Fig. 1: the clock network
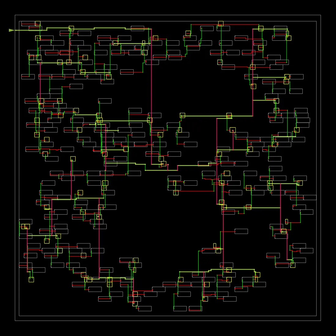
Fig. 2: signal wires by layer
Two of the layers only.
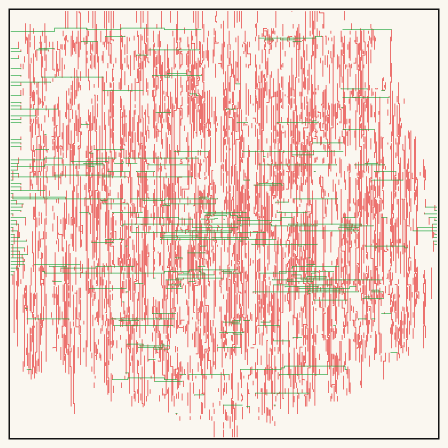
Fig. 3: met4 routing
Supply wires on this layer in grey.
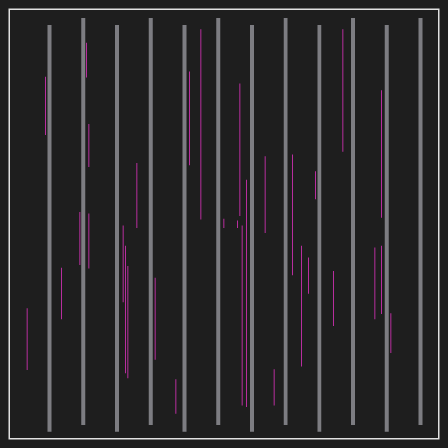
## src/rtl/mdu_pkg.sv

```systemverilog
// rtl/mdu_pkg.sv - shared function codes, FSM encoding and iteration count for the multiply unit
package mdu_pkg;

    // Function codes presented on Signal
    localparam logic [5:0] FN_MULTU = 6'b011001;
    localparam logic [5:0] FN_MFHI  = 6'b010000;
    localparam logic [5:0] FN_MFLO  = 6'b010010;

    // One shift-add iteration per multiplier bit
    localparam int unsigned ITERATIONS = 32;
    localparam logic [5:0]  LAST_COUNT = 6'(ITERATIONS - 1);

    typedef enum logic [1:0] {
        IDLE = 2'd0,
        RUN  = 2'd1,
        DONE = 2'd2
    } state_t;

    // True for the two HI/LO read codes
    function automatic logic is_move_from(input logic [5:0] fn);
        return (fn == FN_MFHI) || (fn == FN_MFLO);
    endfunction

endpackage

```

## src/rtl/hilo_regs.sv

```systemverilog
// rtl/hilo_regs.sv - HI/LO product registers with combinational read mux
module hilo_regs
    import mdu_pkg::*;
(
    input  logic        clk,
    input  logic        reset,
    input  logic        we,
    input  logic [31:0] hi_in,
    input  logic [31:0] lo_in,
    input  logic [5:0]  sel,
    output logic [31:0] rd_data
);

    logic [31:0] hi_q;
    logic [31:0] lo_q;

    // Both halves are written together so a partial product is never observable
    always_ff @(posedge clk) begin
        if (reset) begin
            hi_q <= 32'd0;
            lo_q <= 32'd0;
        end else if (we) begin
            hi_q <= hi_in;
            lo_q <= lo_in;
        end
    end

    // Read mux: HI for MFHI, LO for MFLO, zero for any other code
    always_comb begin
        rd_data = 32'd0;
        if (sel == FN_MFHI) begin
            rd_data = hi_q;
        end else if (sel == FN_MFLO) begin
            rd_data = lo_q;
        end
    end

endmodule

```

## src/rtl/multu_ctrl.sv

```systemverilog
// rtl/multu_ctrl.sv - iterative 32x32 unsigned shift-add multiplier with HI/LO read-back
module multu_ctrl
    import mdu_pkg::*;
(
    input  logic        clk,
    input  logic        reset,
    input  logic        start,
    input  logic [5:0]  Signal,
    input  logic [31:0] dataA,
    input  logic [31:0] dataB,
    output logic        busy,
    output logic        done,
    output logic        stall,
    output logic [31:0] dataOut
);

    state_t      state;
    state_t      next_state;

    logic [63:0] acc;
    logic [63:0] mcand;
    logic [31:0] mplr;
    logic [5:0]  count;

    logic        load;
    logic        step;
    logic        wr_hilo;
    logic [63:0] acc_next;

    // Conditional add of the shifted multiplicand; carry out of bit 63 falls off
    assign acc_next = mplr[0] ? (acc + mcand) : acc;

    // State register
    always_ff @(posedge clk) begin
        if (reset) begin
            state <= IDLE;
        end else begin
            state <= next_state;
        end
    end

    // Next-state and control decode; starts outside IDLE are simply dropped
    always_comb begin
        next_state = state;
        load       = 1'b0;
        step       = 1'b0;
        wr_hilo    = 1'b0;
        busy       = 1'b0;
        done       = 1'b0;
        case (state)
            IDLE: begin
                if (start && (Signal == FN_MULTU)) begin
                    load       = 1'b1;
                    next_state = RUN;
                end
            end
            RUN: begin
                busy = 1'b1;
                step = 1'b1;
                // No early exit: always the full iteration count
                if (count == LAST_COUNT) begin
                    wr_hilo    = 1'b1;
                    next_state = DONE;
                end
            end
            DONE: begin
                done       = 1'b1;
                next_state = IDLE;
            end
            default: begin
                next_state = IDLE;
            end
        endcase
    end

    // Shift-add datapath and iteration counter
    always_ff @(posedge clk) begin
        if (reset) begin
            acc   <= 64'd0;
            mcand <= 64'd0;
            mplr  <= 32'd0;
            count <= 6'd0;
        end else if (load) begin
            acc   <= 64'd0;
            mcand <= {32'd0, dataA};
            mplr  <= dataB;
            count <= 6'd0;
        end else if (step) begin
            acc   <= acc_next;
            mcand <= mcand << 1;
            mplr  <= mplr >> 1;
            count <= count + 6'd1;
        end
    end

    // Reads of HI/LO while iterating must hold the pipeline; they see the old product
    assign stall = busy & is_move_from(Signal);

    hilo_regs u_hilo_regs (
        .clk     (clk),
        .reset   (reset),
        .we      (wr_hilo),
        .hi_in   (acc_next[63:32]),
        .lo_in   (acc_next[31:0]),
        .sel     (Signal),
        .rd_data (dataOut)
    );

endmodule

```

## config.mk

```make
export PLATFORM = sky130hd
export DESIGN_NAME = multu_ctrl
export DESIGN_NICKNAME = d
export VERILOG_FILES = /design/src/rtl/mdu_pkg.sv /design/src/rtl/hilo_regs.sv /design/src/rtl/multu_ctrl.sv
export SDC_FILE = /design/constraint.sdc
export NUM_CORES = 1
export LEC_CHECK = 0
export CORE_MARGIN = 2
export CORE_UTILIZATION = 50
export CTS_BUF_LIST = sky130_fd_sc_hd__clkbuf_4
export DETAILED_ROUTE_END_ITERATION = 12
export PLACE_DENSITY = 0.7
export SKIP_LAST_GASP = 1
export SLEW_MARGIN = 20
export SYNTH_ARGS = -nofsm -noshare
export SYNTH_HDL_FRONTEND = slang
export SYNTH_HIERARCHICAL = 1
export SYNTH_SLANG_ARGS = --single-unit
```

## constraint.sdc

```tcl
create_clock -name clk -period 3.3 [get_ports clk]
set_input_delay 0.495 -clock clk [delete_from_list [all_inputs] [get_ports clk]]
set_output_delay 0.495 -clock clk [all_outputs]
set_load 0.03 [all_outputs]
```

==> results.txt <==
Synthesis and place-and-route results.

- The fraction of post-synthesis cell area in the top cell type by area is around 33%.
- The met2 usage in global routing is 45.7%.
- The placer congestion estimate is 0.961.
- After synthesis, the netlist uses around 79 different library cells.
- The timing-limited maximum frequency is 0.310 GHz.
- The design area is 16700 sq um.
- Yosys reports a chip area of 14100 sq um.
- The most common logic cell in the routed design is sky130_fd_sc_hd__nand2_1.
- The slowest stage cell on the critical path is sky130_fd_sc_hd__a2111oi_4.
- The critical path's top delay family is AND-OR/OR-AND gates.
- The power density over the cells is between 300 and 400 nW/um^2.
- The layer with the highest usage after global routing is met2.
- The wire length the detailed router placed on met1 is between 15000 and 20000 um.
- The number of DRC markers after the initial detailed-route iteration is 997.
- The launch point of the worst register-to-register path is recorded as mcand[4].
- The worst register-to-register path has a setup slack of a little over 0.07 ns.
- After Yosys synthesis, AND-OR and OR-AND compound gates account for between 10% and 20% of the synthesized area.
- For this run, global-route usage on met1 was measured as 38.1%.
- STA classifies the critical path startpoint as a flip-flop.
- The flow ran to the end, and the final reports show no timing, DRC or antenna violations.
- The combinational power reported by the tool is 0.000242 W.
- At floorplan, the net count of the design was reported as 1898.
- The number of endpoints failing setup at the final stage is 0.
- The part of the cycle the worst path needs is 97.9%.
- The registers reported with the highest flop counts are acc (64), mcand (64).
- The part of the power in the clock network is roughly 44%.
- The area growth from synthesis to layout is 18.0%.
- The buffer and inverter count on the worst path is 1.
- Per the post-route antenna check, the number of violating nets is 0.
- The fraction of power consumed by sequential logic is between 50% and 60%.
- The count of boundary I/O pins is 108.
- The dominant kind of cell by area is logic gates.
- Buffers inserted during clock tree synthesis total 61.
- The initial antenna violation count is 2.
- Signal nets in the final route climb as high as met4.
- The met2 routed wirelength is 19400 um.
- After detailed routing, the number of vias per cell comes to 5.85.
- The required arrival time at the worst endpoint is 3.91 ns.
Notes on Fig. 1 above:
setup skew after layout: 0.0422 ns
number of clock sinks: 232
FFs & Latches: 232

Notes on Fig. 2 above:
Key: red = met2 [wire length 19400 um]; green = met3 [wire length 2580 um]
WL/cell: 18.4 um
aggregate global-route resource usage: 28.1%

Notes on Fig. 3 above:
The wires run mostly vertical. 20 nets have wire on it. The layer carries 1040 um of wire.
final wirelength: 42400 um
routed vias: 13.5k

Power is estimated from default activity; no workload was simulated.
